`config.mk`:
```
export PLATFORM = sky130hd
export DESIGN_NAME = spi_master_transmit
export DESIGN_NICKNAME = d
export VERILOG_FILES = /design/src/rtl/spi_master_transmit.sv
export SDC_FILE = /design/constraint.sdc
export NUM_CORES = 1
export LEC_CHECK = 0
export ABC_AREA = 1
export CAP_MARGIN = 20
export CORE_MARGIN = 3
export CORE_UTILIZATION = 37
export CTS_BUF_LIST = sky130_fd_sc_hd__clkbuf_8
export DETAILED_ROUTE_END_ITERATION = 10
export SLEW_MARGIN = 15
export SYNTH_ARGS = -nofsm -noshare
export SYNTH_HDL_FRONTEND = slang
export SYNTH_SLANG_ARGS = --single-unit
```
`constraint.sdc`:
```
create_clock -name clk -period 4.4 [get_ports clk]
set_input_delay 0.88 -clock clk [delete_from_list [all_inputs] [get_ports clk]]
set_output_delay 0.88 -clock clk [all_outputs]
set_load 0.01 [all_outputs]
```
`src/rtl/spi_master_transmit.sv`:
```
// -----------------------------------------------------------------------------
// spi_master_transmit
//
// Transmit end of the keyboard's serial sample link. 8-bit samples arrive over
// a valid/ready handshake and are queued in a small FIFO. Each sample is then
// shifted out MSB-first on sck/sdi to a receive-only shift-register slave,
// which samples sdi on every rising sck. sck idles low.
//
// Parameters
//   CLK_DIV    : sck half-period in clk cycles (>= 1)
//   FIFO_DEPTH : input FIFO entries (power of two, >= 2)
//
// Ports
//   clk    in   system clock, all state updates on the rising edge
//   reset  in   asynchronous, active-high; clears all state immediately
//   data   in   [7:0] sample to transmit
//   valid  in   data is offered this cycle
//   ready  out  FIFO can accept (registered count < FIFO_DEPTH)
//   sck    out  serial clock, idles low
//   sdi    out  serial data to the slave, MSB first
//   done   out  one-cycle pulse after a byte's final sck falling edge
//   busy   out  FSM not IDLE or FIFO non-empty
// -----------------------------------------------------------------------------
module spi_master_transmit #(
    parameter int CLK_DIV    = 4,
    parameter int FIFO_DEPTH = 4
) (
    input  logic       clk,
    input  logic       reset,
    input  logic [7:0] data,
    input  logic       valid,
    output logic       ready,
    output logic       sck,
    output logic       sdi,
    output logic       done,
    output logic       busy
);

    localparam int DIV_W = (CLK_DIV > 1) ? $clog2(CLK_DIV) : 1;
    localparam int PTR_W = $clog2(FIFO_DEPTH);
    localparam int CNT_W = PTR_W + 1;

    localparam logic [DIV_W-1:0] DIV_LAST   = DIV_W'(CLK_DIV - 1);
    localparam logic [CNT_W-1:0] COUNT_FULL = CNT_W'(FIFO_DEPTH);

    typedef enum logic [1:0] {
        IDLE  = 2'd0,
        SHIFT = 2'd1,
        DONE  = 2'd2
    } state_t;

    state_t           state, state_nx;

    logic [7:0]       fifo_mem [FIFO_DEPTH];
    logic [PTR_W-1:0] wr_ptr, rd_ptr;
    logic [CNT_W-1:0] count, count_nx;

    logic [DIV_W-1:0] div_cnt, div_cnt_nx;
    logic [3:0]       bit_cnt, bit_cnt_nx;
    logic [7:0]       shreg, shreg_nx;
    logic             sck_nx, sdi_nx, done_nx;
    logic             push, pop;

    // ready comes straight from the registered count, so a pop on the same
    // edge never frees room for a push into a full FIFO.
    assign push = valid & ready;

    always_comb begin
        // NOTE: every signal assigned in this block gets a default first, so no
        // path through the case statement leaves one unassigned (no latches).
        state_nx   = state;
        div_cnt_nx = div_cnt;
        bit_cnt_nx = bit_cnt;
        shreg_nx   = shreg;
        sck_nx     = sck;
        sdi_nx     = sdi;
        done_nx    = 1'b0;
        pop        = 1'b0;

        case (state)
            // DONE behaves exactly like IDLE for the next pop, which is what
            // gives the 16*CLK_DIV+1 back-to-back frame period.
            IDLE, DONE: begin
                sck_nx   = 1'b0;
                sdi_nx   = 1'b0;
                state_nx = IDLE;
                if (count != '0) begin
                    pop        = 1'b1;
                    shreg_nx   = fifo_mem[rd_ptr];
                    sdi_nx     = fifo_mem[rd_ptr][7];
                    div_cnt_nx = '0;
                    bit_cnt_nx = '0;
                    state_nx   = SHIFT;
                end
            end

            SHIFT: begin
                if (div_cnt == DIV_LAST) begin
                    div_cnt_nx = '0;
                    sck_nx     = ~sck;
                    // sdi only moves on the falling toggle, so it is stable for
                    // a full half-period either side of the rising edge.
                    if (sck) begin
                        bit_cnt_nx = bit_cnt + 4'd1;
                        if (bit_cnt == 4'd7) begin
                            sck_nx   = 1'b0;
                            sdi_nx   = 1'b0;
                            done_nx  = 1'b1;
                            state_nx = DONE;
                        end else begin
                            shreg_nx = {shreg[6:0], 1'b0};
                            sdi_nx   = shreg[6];
                        end
                    end
                end else begin
                    div_cnt_nx = div_cnt + DIV_W'(1);
                end
            end

            default: state_nx = IDLE;
        endcase
    end

    always_comb begin
        count_nx = count;
        case ({push, pop})
            2'b10:   count_nx = count + CNT_W'(1);
            2'b01:   count_nx = count - CNT_W'(1);
            default: count_nx = count;
        endcase
    end

    // NOTE: the FIFO storage has no reset; an entry is only ever read after it
    // has been written, and leaving it out keeps the array a plain RAM.
    always_ff @(posedge clk) begin
        if (push) begin
            fifo_mem[wr_ptr] <= data;
        end
    end

    // NOTE: sequential state uses non-blocking assignments only, so every
    // register samples the pre-edge values regardless of statement order.
    always_ff @(posedge clk or posedge reset) begin
        if (reset) begin
            state   <= IDLE;
            wr_ptr  <= '0;
            rd_ptr  <= '0;
            count   <= '0;
            div_cnt <= '0;
            bit_cnt <= '0;
            shreg   <= '0;
            sck     <= 1'b0;
            sdi     <= 1'b0;
            done    <= 1'b0;
            busy    <= 1'b0;
            ready   <= 1'b1;
        end else begin
            state   <= state_nx;
            count   <= count_nx;
            div_cnt <= div_cnt_nx;
            bit_cnt <= bit_cnt_nx;
            shreg   <= shreg_nx;
            sck     <= sck_nx;
            sdi     <= sdi_nx;
            done    <= done_nx;
            busy    <= (state_nx != IDLE) || (count_nx != '0);
            ready   <= (count_nx != COUNT_FULL);
            if (push) begin
                wr_ptr <= wr_ptr + PTR_W'(1);
            end
            if (pop) begin
                rd_ptr <= rd_ptr + PTR_W'(1);
            end
        end
    end

endmodule

```
==> out/results.txt <==
status: completed
Slew Limit Fails: 0
final wirelength: 4.87 mm
Setup WS pre-CTS: 1610 ps
Final Hold Viols: 0
diode count: 0
HP Start: shreg[4]$_DFFE_PP0P_
Nets: 316
most used cell, CP: nand2_1
yosys stat cell total: 276
Max Cap Violations: 0
Slew headroom: 46.8%
yosys aoi share: 2.51%
largest net degree at the start of global routing: 28
total stage count of the critical path: 8
most used flip-flop cell: edfxtp_1
CP bufs+invs: 2
Hold Path End: shreg[4]$_DFFE_PP0P_
critical path launch point type: input pin
die height: 91.3 um
Clock-cell share: 6.85%
switching share of power: 26.9%
Signal buf overhead: 5.63%
pwr dens: 457 nW/um2
P_clk: 0.544 mW
P_comb: 0.201 mW
GR Util met2: 19.3%
Metal-1 WL: 2.40 mm
Final ANT Viol Nets: 0
top cell category: flip-flops and latches
initial antenna violation count: 0
fraction of the mapped netlist area in adder cells: 3.99%
Top Layout Cells: nand2_1 (95), inv_1 (38), edfxtp_1 (32)
hold buffers post-CTS: 0
Reg clk slew, reported paths: 70 ps
clk buf depth: 2
initial cell density of the core: 38.8%
Post-Layout Inst Area: 3160 um2
IO Pins: 16
non-filler cells, final: 398
Worst path max stage delay: 450 ps
GRT overflow: 0
first-pass GRT wire length: 8.20 mm
switching pwr: 0.388 mW
Async S/R FF share, synth: 45.8%
Setup Skew: 9.59 ps
# port buffers: 15
multi-input gates: 169
Crit Path Max Fanout: 8
drt drc: 0
Clock Sinks: 59
Worst path slowest cell: clkdlybuf4s50_1
logic share of the area: 26.9%
fin crit period: 2470 ps
crit path to: busy$_DFF_PP0_
H-tree levels: 3
GP Congestion: 0.749
largest registers: fifo_mem x32, shreg x7, bit_cnt x4
R2R cell count: 10
clock tree root buffer cell: clkbuf_8
clk latency late pin: 340 ps
dpl hpwl: 3.19 mm
routed length per instance: 12.2 um
top layer in use: met4
Yosys Chip Area: 2700 um2
via-per-instance ratio: 4.43
Setup crit start: valid
Post-CTS Setup Bufs: 0
Comb pwr share: 13.9%
[cells in the mapped netlist (2+ instances only)]
cell	number	area [um2]
buf_6	3	33.8
nand2_1	95	357
inv_2	3	11.3
nor3_1	2	10.0
ha_1	7	87.6
a21oi_1	3	15.0
o21ai_0	5	25.0
buf_2	2	10.0
xor2_1	5	43.8
edfxtp_1	32	961
nor2_1	14	52.6
nand2_2	2	12.5
inv_1	39	146
dfrtp_1	26	651
nand3b_1	2	15.0
nand3_1	24	120
nor2_4	2	22.5
[worst register-to-register path, stage by stage, from the launching register on]
cell and delay, ps:
dfrtp_1 400, nor2_1 170, nand2_1 90, nand2_1 170
inv_1 120, ha_1 210, inv_1 80, fa_1 400
o21ai_0 320, nor3_1 110, nand2_1 70
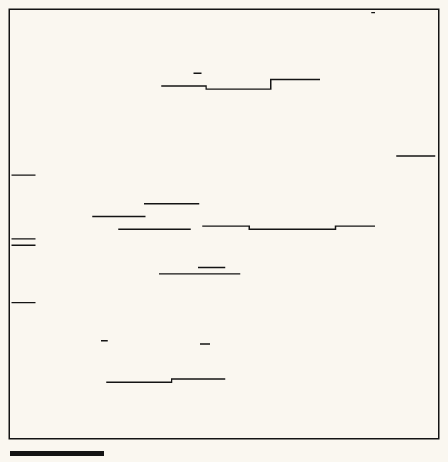
(the metal 3 layer)
The bar under the picture is 20 um long.
- share of all routed wire: 4.0%
- nets with wire on the layer: 11
- main direction: horizontal
- wire length on this layer: 192 um

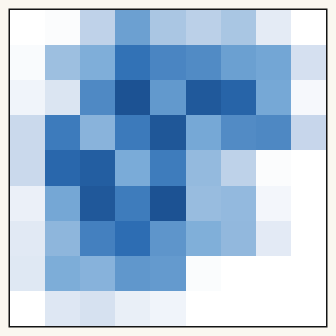
(local utilization)
The die is cut into 9 by 9 equal tiles; white is low, dark blue is high, 0 to 100% covered.
- nearly empty tiles: 16%
- emptiest ninth of the die: lower right
- mean over tiles: 36%
- tiles over 75% full: 11%
- fullest tile: 86%

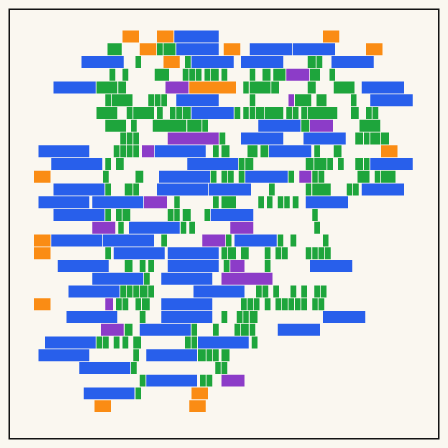
(cell classes on the final placement)
- all other logic: green (cells 211)
- clock drivers and dummy loads: purple (cells 16)
- other buffers and delay cells: orange (cells 16)
- flip-flops: blue (cells 59)

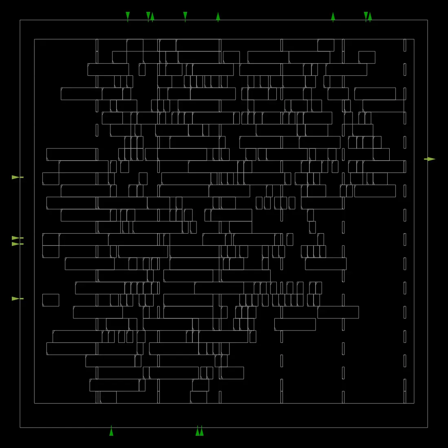
(cell outlines without signal wires)
Final Core Density: 45.5%
Filler Cells Inserted: 659
Seq area share: 51.9%
CORE AREA: 6940 um2
n_taps: 96

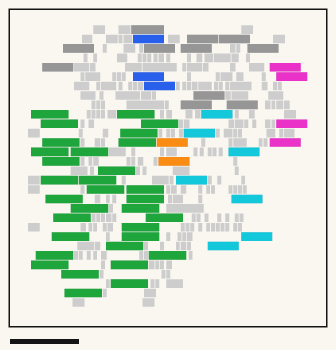
(sequential cells colored by netlist name)
The bar under the picture is 20 um long. Other sequential cells in the stronger gray, the rest of the logic in the fainter gray.
- `shreg`: cyan (sequential cells 7)
- `bit_cnt`: magenta (sequential cells 4)
- `rd_ptr`: orange (sequential cells 2)
- `count`: blue (sequential cells 3)
- `fifo_mem`: green (sequential cells 32)

No activity file was given, so power comes from the tool's default toggle rates.
